==> config.mk <==
export PLATFORM = sky130hd
export DESIGN_NAME = led_fader
export DESIGN_NICKNAME = d
export VERILOG_FILES = /design/src/rtl/led_pkg.sv /design/src/rtl/led_pwm_channel.sv /design/src/rtl/led_fader.sv
export SDC_FILE = /design/constraint.sdc
export NUM_CORES = 1
export LEC_CHECK = 0
export ABC_AREA = 1
export CORE_MARGIN = 4
export CORE_UTILIZATION = 30
export DETAILED_ROUTE_END_ITERATION = 7
export PLACE_DENSITY_LB_ADDON = 0.08
export SYNTH_ARGS = -nofsm -noshare
export SYNTH_HDL_FRONTEND = slang
export SYNTH_SLANG_ARGS = --single-unit
==> constraint.sdc <==
create_clock -name clk -period 4.35 [get_ports clk]
set_input_delay 0.6525 -clock clk [delete_from_list [all_inputs] [get_ports clk]]
set_output_delay 0.6525 -clock clk [all_outputs]
set_load 0.02 [all_outputs]
==> src/rtl/led_pkg.sv <==
// ---------------------------------------------------------------------------
// led_pkg : shared defaults and types for the LED chaser stages
// Rev 1.0 : initial release
// ---------------------------------------------------------------------------
`default_nettype none

package led_pkg;

  localparam int N_LEDS    = 7;
  localparam int PWM_BITS  = 8;
  localparam int LEVEL_MAX = (1 << PWM_BITS) - 1;

  typedef logic [N_LEDS-1:0] led_vec_t;

  function automatic int level_max(input int bits);
    return (1 << bits) - 1;
  endfunction

endpackage

`default_nettype wire

==> src/rtl/led_pwm_channel.sv <==
// ---------------------------------------------------------------------------
// led_pwm_channel : one brightness level with saturating decay and PWM output
// Rev 1.0 : initial release
// ---------------------------------------------------------------------------
`default_nettype none

module led_pwm_channel
  import led_pkg::*;
#(
  parameter int PWM_BITS   = 8,
  parameter int DECAY_STEP = 16
) (
  input  logic                clk,
  input  logic                rst,
  input  logic                enable,
  input  logic                trig,
  input  logic                tick,
  input  logic [PWM_BITS-1:0] pwm_cnt,
  output logic                led_out,
  output logic [PWM_BITS-1:0] level
);

  localparam logic [PWM_BITS-1:0] C_LEVEL_MAX = PWM_BITS'(level_max(PWM_BITS));
  localparam logic [PWM_BITS:0]   C_STEP      = (PWM_BITS+1)'(DECAY_STEP);

  // One extra bit catches the borrow so the level floors at zero
  logic [PWM_BITS:0] diff;
  assign diff = {1'b0, level} - C_STEP;

  always_ff @(posedge clk) begin
    if (rst) begin
      level   <= '0;
      led_out <= 1'b0;
    end else if (!enable) begin
      level   <= '0;
      led_out <= trig;
    end else begin
      led_out <= (pwm_cnt < level);
      if (trig) begin
        level <= C_LEVEL_MAX;
      end else if (tick) begin
        level <= diff[PWM_BITS] ? '0 : diff[PWM_BITS-1:0];
      end
    end
  end

endmodule

`default_nettype wire

==> src/rtl/led_fader.sv <==
// ---------------------------------------------------------------------------
// led_fader : comet-tail fader behind the LED chaser, with registered bypass
// Rev 1.0 : initial release
// ---------------------------------------------------------------------------
`default_nettype none

module led_fader #(
  parameter int N_LEDS       = led_pkg::N_LEDS,
  parameter int PWM_BITS     = led_pkg::PWM_BITS,
  parameter int DECAY_PERIOD = 65536,
  parameter int DECAY_STEP   = 16
) (
  input  logic              clk,
  input  logic              rst,
  input  logic              enable,
  input  logic [N_LEDS-1:0] led_in,
  output logic [N_LEDS-1:0] led_out,
  output logic              active
);

  import led_pkg::*;

  localparam int                  C_PRE_W    = $clog2(DECAY_PERIOD);
  localparam logic [C_PRE_W-1:0]  C_PRE_LAST = C_PRE_W'(DECAY_PERIOD - 1);
  localparam logic [PWM_BITS-1:0] C_PWM_LAST = PWM_BITS'(level_max(PWM_BITS) - 1);

  logic [PWM_BITS-1:0] pwm_cnt;
  logic [C_PRE_W-1:0]  pre_cnt;
  logic                tick;
  logic [N_LEDS-1:0]   lit;

  assign tick = (pre_cnt == C_PRE_LAST);

  // Bypass parks both counters at zero so fade mode restarts in phase
  always_ff @(posedge clk) begin
    if (rst || !enable) begin
      pwm_cnt <= '0;
      pre_cnt <= '0;
    end else begin
      pwm_cnt <= (pwm_cnt == C_PWM_LAST) ? '0 : pwm_cnt + 1'b1;
      pre_cnt <= tick ? '0 : pre_cnt + 1'b1;
    end
  end

  generate
    for (genvar g = 0; g < N_LEDS; g++) begin : g_ch
      logic [PWM_BITS-1:0] level;

      led_pwm_channel #(
        .PWM_BITS   (PWM_BITS),
        .DECAY_STEP (DECAY_STEP)
      ) u_ch (
        .clk     (clk),
        .rst     (rst),
        .enable  (enable),
        .trig    (led_in[g]),
        .tick    (tick),
        .pwm_cnt (pwm_cnt),
        .led_out (led_out[g]),
        .level   (level)
      );

      assign lit[g] = (level != '0);
    end
  endgenerate

  assign active = |lit;

endmodule

`default_nettype wire

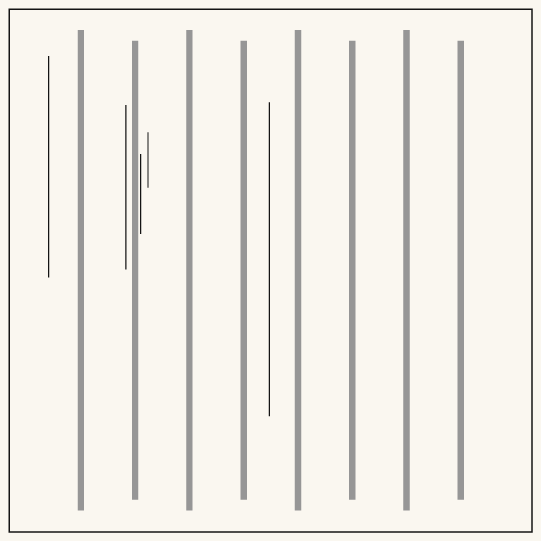
Run 1: the metal 4 layer
(4 px per um) Supply wires on this layer in gray.
nets with wire on the layer	4
share of all routed wire	1.8%
longest straight run	78.2 um
main direction	vertical
wire length on this layer	207 um

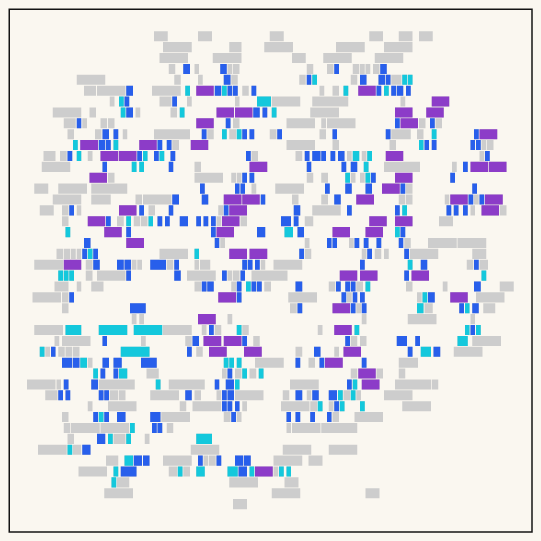
Run 1: logic cells by family
(4 px per um)
color	family	cells
purple	fa/ha/maj cells	59
cyan	nor cells	88
blue	nand cells	218

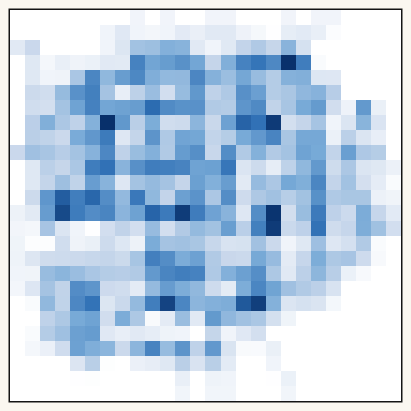
Run 1: signal metal coverage by tile
(3 px per um) The die is cut into 26 by 26 equal tiles; white is low, dark blue is high, scaled to the fullest tile. Values are wire area over tile area, all layers added.
mean over tiles	0.11
tiles over half the peak	19%
nearly empty tiles	25%
densest ninth of the die	middle

-- run 1: layer usage --
metal	track usage	vias up	wire [um]
li1	-	2116	-
met1	0.196	1788	5940
met2	0.239	41	5270
met3	0.0372	14	358
met4	0.0484	0	207
met5	0	-	0
-- run 1: power breakdown --
group          leakage, nW  switching [mW]  internal, mW  total, mW
clock                0.132           0.263         0.419      0.683
combinational         1.68           0.140        0.0821      0.222
sequential           0.540          0.0176         0.629      0.647
-- run 1: stage by stage --
stage	utilization	instances	hold WS (ns)
6_report	0.346	839	0.465
5_1_grt	0.346	839	0.484
4_1_cts	0.346	839	0.464
3_5_place_dp	0.327	827	0.455
3_3_place_gp	0.327	827	0.448
2_1_floorplan	-	641	0.429
==> results.toml, run 1 <==
# flow metrics
[synthesis]
syn_area_per_cell_um2 = 7.00
ys.flops = 66
synth_dominant_cell_count = "nand2_1"
floorplan.nets = 710
ys_cells = 641
compound_area_frac = 0.129
ys_dominant_reg_cell = "dfxtp_1"
ys_sh_adder = 0.164
ys_seq_frac = 0.294
edf_count = 0
topCombFamilyByArea = "simple AND/OR/NAND/NOR gates"
syn-cell-area_mm2 = 0.00449
ys_types = 35
synthCells = 641
ys_sh_xor = 0.0117

[worst_hold_path]
hold_class = "register to register"
worstHoldStart = "g_ch[1].u_ch.level[5]$_SDFFE_PP0P_"
min_to = "g_ch[1].u_ch.level[5]$_SDFFE_PP0P_"

[placement]
gp_congestion = 0.771
dpl_cell_area_mm2 = 0.00478
port_buffers = 17

[worst_setup_path]
cp.required_ns = 3.70
endpoint = "active"
crit_fanout = 5
crit_path_max_incr_delay_ns = 0.57
endpoint_kind = "output pin"
cp-start-kind = "register"
crit_start = "g_ch[4].u_ch.level[4]$_SDFFE_PP0P_"
r2r_start = "pwm_cnt[4]$_SDFF_PP0_"
critical-path-top-delay-family = "simple AND/OR/NAND/NOR gates"
path_class = "register to output pin"
arrival_ns = 2.32
cp.depth = 7

[global_route]
antenna_found_initial = 0
grt_max_degree = 27
grt_pass1_wl_um = 19400
gr-total-overflow = 0
grt_pass1_vias = 3837
gr-usage-all-layers = 0.149

[sta]
fin_setup_tns_ns = 0
min_period_ns = 2.98
relSlewSlack = 0.557
grt_setup_unrepaired = "false"
tightestPinTransition_ns = 0.663
setup_ws_ns = 1.37
fin_crit_sh = 0.684

[route]
postRouteAntennaNets = 0
drt-total-wl_um = 11800
viasPerCell = 4.72
drt_iter0_drc = 192
drc = 0
wl_per_cell_um = 14.0
first_pass_iters = 4

[status]
status = "completed"

[layout]
layout-drive-gt1-share = 0.0687
area_growth_pct = 12.3
final_cell_mix = "nand2_1 (153), nor2_1 (72), a21oi_1 (70)"
largestClassByArea = "combinational gates"
comb_area_frac = 0.549
inv_count = 74
buf_share = 0.0352
comb_area_mm2 = 0.00277
insertedDiodeCount = 0
seqCellArea_mm2 = 0.00132
seq_share = 0.262
finalInstanceArea_mm2 = 0.00504

[power]
p_leak_nw = 2.35

[cts]
tritoncts = "built"
postCtsSetupBuffers = 0
path_clk_slew_ns = 0.05
root_buffer = "clkbuf_16"

[floorplan]
die_height_um = 130
ios = 18
tap_cells = 184
coreArea_mm2 = 0.0146

[run]
warnings = 27
Run 1, zoomed window:
Region (50, 24) to (80, 54) um. Cells in gray, sequential cells in the stronger gray; small squares are vias.
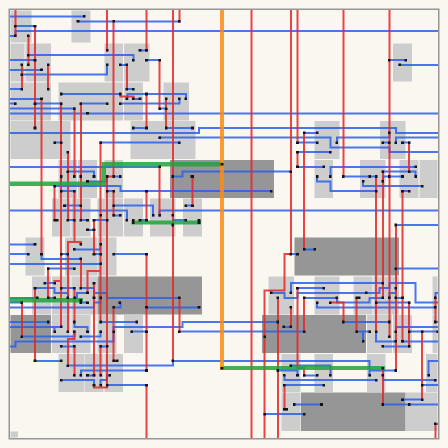

## Run 2: what changed since run 1
==> constraint.sdc (replaced) <==
create_clock -name clk -period 3 [get_ports clk]
set_input_delay 0.45 -clock clk [delete_from_list [all_inputs] [get_ports clk]]
set_output_delay 0.45 -clock clk [all_outputs]
set_load 0.02 [all_outputs]
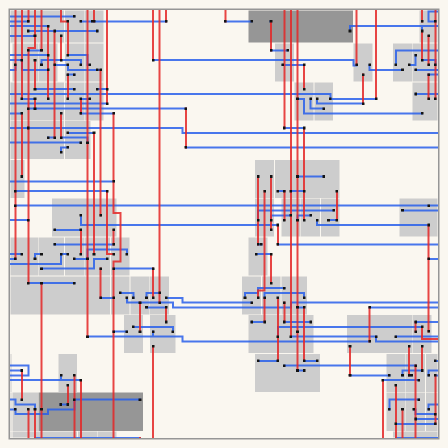
Run 2: zoomed window
Region (50, 24) to (80, 54) um. Cells in gray, sequential cells in the stronger gray; small squares are vias.
color	layer
blue	M1
red	M2
netlist names of flops here include	`g_ch.u_ch.level` (1), `pre_cnt` (1)
most frequent	nand2_1 (22), ha_1 (9), inv_1 (8)
sequential cells in the window	2
cells with their middle in the window	57

==> run 2 against run 1 <==
  * First-iteration DRC count unchanged
  * Register-to-register slack worse by 1.3 ns
  * Clock-buffer cell count unchanged
  * Sequential share of layout area shrank 0.35 points
  * Clock power increased by 55%
  * Critical path depth stayed put
==> results.toml, run 2 <==
# flow metrics
[status]
status = "completed"

[floorplan]
die_height_um = 130
ios = 18
coreArea_mm2 = 0.0146
tap_cells = 184

[worst_setup_path]
crit_fanout = 5
crit_start = "g_ch[4].u_ch.level[4]$_SDFFE_PP0P_"
r2r_start = "pre_cnt[0]$_SDFF_PP0_"
cp.required_ns = 2.55
crit_path_max_incr_delay_ns = 0.57
endpoint_kind = "output pin"
path_class = "register to output pin"
arrival_ns = 2.26
cp-start-kind = "register"
endpoint = "active"

[sta]
relSlewSlack = 0.536
min_period_ns = 2.71
fin_crit_sh = 0.903
grt_setup_unrepaired = "false"
whs_ns = 0.464
tightestPinTransition_ns = 0.695

[power]
internal_power_mw = 1.70
top_power_group = "the clock network"
powerSeq_mw = 0.936
pg_clk_mw = 1.06
p_clk_frac = 0.458
seq_power_share = 0.403
pwr-share-comb = 0.139
p_leak_nw = 2.39
swShare = 0.268
pg_comb_mw = 0.323
switching_power_mw = 0.623

[synthesis]
floorplan.nets = 710
syn-cell-area_mm2 = 0.00449
edf_count = 0
ys.flops = 66
ys_dominant_reg_cell = "dfxtp_1"
synthCells = 641
syn_area_per_cell_um2 = 7.00
ys_types = 35
yosysTopAreaCellShare = 0.294
ys_seq_frac = 0.294
area_leaders = "dfxtp_1 (29%), ha_1 (16%), nand2_1 (13%), a21oi_1 (7.8%), nor2_1 (6.0%)"
ys_cells = 641
synth_dominant_cell_count = "nand2_1"

[global_route]
grt_pass1_vias = 3963
antenna_found_initial = 0
grt_max_degree = 26
gr-total-overflow = 0
gr-usage-all-layers = 0.151
grt_pass1_wl_um = 19700
top_usage_layer = "met2"

[placement]
dpl_cell_area_mm2 = 0.00481
port_buffers = 17
gp_congestion = 0.799
dpl.cell_count = 832

[layout]
seq_share = 0.259
comb_area_mm2 = 0.00277
comb_area_frac = 0.542
layoutNonFillerInstCount = 848
finalInstanceArea_mm2 = 0.00511
insertedDiodeCount = 0
largest_reg_flops = 35
buf_share = 0.0421
logic_gates = 485
final_cell_mix = "nand2_1 (153), nor2_1 (72), a21oi_1 (70)"
seqCellArea_mm2 = 0.00132
layout-drive-gt1-share = 0.0783
largestClassByArea = "combinational gates"
area_growth_pct = 13.9

[route]
top_layer = "met4"
met3_length_um = 379
first_pass_iters = 4
drt_iter0_drc = 192
drt-total-wl_um = 11800
drc = 0
postRouteAntennaNets = 0
met2WireLength_um = 5440
viasPerCell = 4.73
met1Wirelength_um = 5720

[worst_hold_path]
hold_class = "register to register"
worstHoldStart = "pre_cnt[0]$_SDFF_PP0_"

[cts]
root_buffer = "clkbuf_16"
tritoncts = "built"
path_clk_slew_ns = 0.06

[run]
warnings = 27
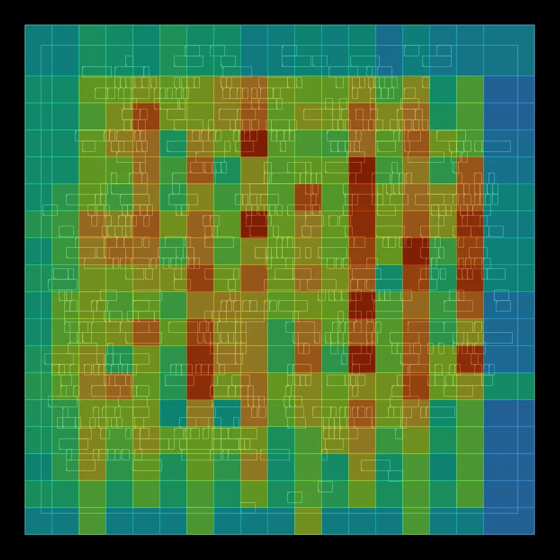
Run 2: routing congestion
drt wl/cell: 13.9 um
final core occ: 0.350
met3 GRT Util: 0.0299
met2 Use GR: 0.248
met1 Usage GRT: 0.196

[run 2: cell counts after synthesis]
Identical to the previous run, type by type.
[run 2: logic make-up after synthesis]
group,after synthesis,share of synthesized area
XOR/XNOR,6,0.0117
buffers and inverters,90,0.0889
flip-flops,66,0.294
AND/OR/NAND/NOR,310,0.312
AND-OR/OR-AND,110,0.129
adder cells (fa/ha/maj),59,0.164
[run 2: critical path, delay by kind of cell, from the launching register on]
family        cells  cell delay [ns]
fa+ha+maj         1             0.18
buf+inv           2             0.69
flops             1             0.31
simple gates      4             0.73
[run 2: through the flow]
stage	power, mW	utilization	worst slack [ns]
after floorplan	1.19	-	1.38
after global placement	1.28	0.330	0.672
after detailed placement	1.28	0.330	0.640
after CTS	2.37	0.350	0.264
after global routing	2.45	0.350	0.119
final	2.32	0.350	0.290
## Run 3: what changed since run 2
--- a/config.mk
+++ b/config.mk
@@ -6,6 +6,7 @@
 export NUM_CORES = 1
 export LEC_CHECK = 0
 export ABC_AREA = 1
+export CAP_MARGIN = 10
 export CORE_MARGIN = 4
 export CORE_UTILIZATION = 30
 export DETAILED_ROUTE_END_ITERATION = 7
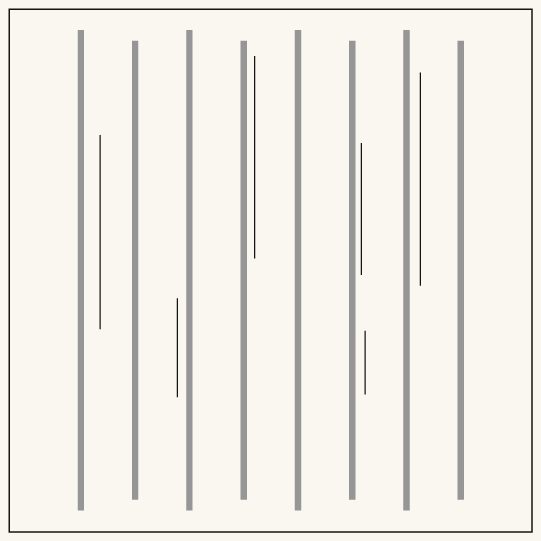
Run 3: the metal 4 layer
(4 px per um) Supply wires on this layer in gray.
share of all routed wire	1.9%
main direction	vertical
nets with wire on the layer	4
Vias: 4,008
Post-Route WL: 11,800 um

==> run 3 against run 2 <==
  * Via count is the same
  * Sequential power hardly changed
  * Global-route usage stayed put
  * Core utilization did not move
  * Power unchanged
  * Area after synthesis unchanged
  * Register-to-register slack is essentially flat
  * Critical path type unchanged
  * Largest power group unchanged
  * Highest routed layer unchanged
==> results.toml, run 3 <==
# flow metrics
[run]
warnings = 27
max-cap-violations = 0

[worst_setup_path]
r2r_cells = 10
endpoint = "active"
r2r-end = "g_ch[3].u_ch.level[7]$_SDFFE_PP0P_"
endpoint_kind = "output pin"
crit_fanout = 5
crit_start = "g_ch[4].u_ch.level[4]$_SDFFE_PP0P_"
reg2reg_slack_ns = 1.15
cp.required_ns = 2.55
path_class = "register to output pin"
arrival_ns = 2.26
r2r_start = "pre_cnt[0]$_SDFF_PP0_"
cp-start-kind = "register"

[cts]
tritoncts = "built"
path_clk_slew_ns = 0.06
cts_max_path_buffers = 2
htree_levels = 3
root_buffer = "clkbuf_16"
postCtsSetupBuffers = 0
cts.sinks = 66
clock_latency_ns = 0.34
cts_made_buffers = 9
cts_resized = 0

[floorplan]
chipArea_mm2 = 0.0170
ios = 18
row_count = 44
coreArea_mm2 = 0.0146
tap_cells = 184
die_w_um = 130
die_height_um = 130
fp-utilization = 0.308

[placement]
place_ws_ns = 0.640
gp_congestion = 0.799
dpl.cell_count = 832
port_buffers = 17
hpwl_um = 8310
dpl_cell_area_mm2 = 0.00481

[power]
pg_comb_mw = 0.323
p_total_mw = 2.32
pwr-share-comb = 0.139
pg_clk_mw = 1.06
seq_power_share = 0.403
switching_power_mw = 0.623
p_leak_nw = 2.39
swShare = 0.268
top_power_group = "the clock network"
internal_power_mw = 1.70
p_clk_frac = 0.458
peakVddDrop_v = 0.000248
powerSeq_mw = 0.936

[route]
postRouteAntennaNets = 0
met3_length_um = 379
viasPerCell = 4.73
top_layer = "met4"
first_pass_iters = 4
wl_per_cell_um = 13.9
drt_iter0_drc = 192
met1Wirelength_um = 5720
met2WireLength_um = 5440
drc = 0

[synthesis]
syn_area_per_cell_um2 = 7.00
ys_seq_frac = 0.294
top_cells_by_count = "nand2_1 (153), nor2_1 (72), a21oi_1 (70), inv_1 (68), dfxtp_1 (66)"
syn-cell-area_mm2 = 0.00449
ys_dominant_reg_cell = "dfxtp_1"
floorplan.nets = 710
ys_area_mm2 = 0.00449
area_leaders = "dfxtp_1 (29%), ha_1 (16%), nand2_1 (13%), a21oi_1 (7.8%), nor2_1 (6.0%)"
synth_dominant_cell_count = "nand2_1"
ys_types = 35
ys_cells = 641
synthCells = 641
yosysTopAreaCellShare = 0.294
ys_async_sr_fraction = 0
yosys_warnings = 0
ys.flops = 66
largest_area_cell = "dfxtp_1"
edf_count = 0

[layout]
comb_area_frac = 0.542
largest_reg_flops = 35
buf_share = 0.0421
seq_share = 0.259
insertedDiodeCount = 0
num-nonclk-buffers = 23
clockNetworkAreaShare = 0.0583
layout-drive-gt1-share = 0.0783
seqCellArea_mm2 = 0.00132
comb_area_mm2 = 0.00277
final_nets = 728
top_register = "g_ch.u_ch.level"
top_regs = "g_ch.u_ch.level: 35 flops, pre_cnt: 16 flops, pwm_cnt: 8 flops"
nFillCells = 1546
final_cell_mix = "nand2_1 (153), nor2_1 (72), a21oi_1 (70)"
area_growth_pct = 13.9
nClkBuffers = 12
finalInstanceArea_mm2 = 0.00511
logic_gates = 485
inv_count = 74
flops = 66
layoutNonFillerInstCount = 848
largestClassByArea = "combinational gates"
final_core_util = 0.350
mostFrequentLayoutCell = "nand2_1"

[global_route]
top_usage_layer = "met2"
grtUsageMet2 = 0.248
grt_pass1_wl_um = 19700
grt_max_degree = 26
gr-usage-all-layers = 0.151
gr-total-overflow = 0
antenna_found_initial = 0
grt_pass1_vias = 3963
gr-usage-met1 = 0.196
use_met3 = 0.0299

[sta]
fin_crit_sh = 0.903
finalMaxSlewViolations = 0
setup_ws_ns = 0.290
finClkSkew_ns = 0.00882
tightestPinTransition_ns = 0.695
clock.fmax_ghz = 0.369
fin_setup_tns_ns = 0
finalSetupViolCount = 0
hold_viol = 0
whs_ns = 0.464
grt_setup_unrepaired = "false"
relSlewSlack = 0.536
min_period_ns = 2.71

[worst_hold_path]
worstHoldStart = "pre_cnt[0]$_SDFF_PP0_"
hold_class = "register to register"
min_to = "pre_cnt[0]$_SDFF_PP0_"

[status]
status = "completed"
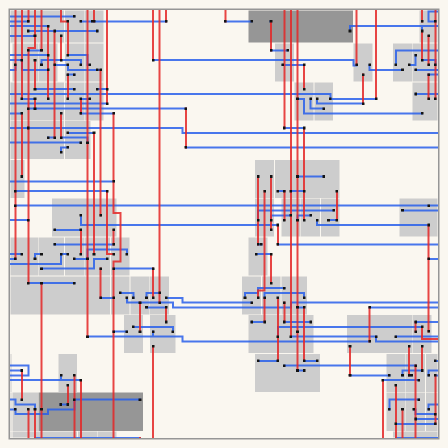
Run 3: zoomed window
Region (50, 24) to (80, 54) um. Cells in gray, sequential cells in the stronger gray; small squares are vias.
color	layer
red	M2
blue	M1
cells with their middle in the window	57
sequential cells in the window	2
netlist names of flops here include	`g_ch.u_ch.level` (1), `pre_cnt` (1)
most frequent	nand2_1 (22), ha_1 (9), inv_1 (8)

==> run 3: cell counts in the layout (fill, tap and decap cells not counted) <==
Identical to the previous run, type by type.
==> run 3: cells by family (layout without fill, tap and decap cells) <==
kind of cell,Yosys count,in the layout,synth area share
and+or+nand+nor,310,310,0.312
AOI/OAI and AO/OA,110,110,0.129
buffers and inverters,90,113,0.0889
DFF,66,66,0.294
adders and majority gates,59,59,0.164
xor gates and xnor gates,6,6,0.0117
==> run 3: critical path, cell delays in order, from the launching register on <==
cell             delay [ns]
dfxtp_1                0.31
inv_1                  0.12
ha_1                   0.18
nand2_1                0.08
nor2_1                 0.25
nand4_1                0.17
nand3b_1               0.23
clkdlybuf4s50_1        0.57
Power and IR drop assume default switching activity.
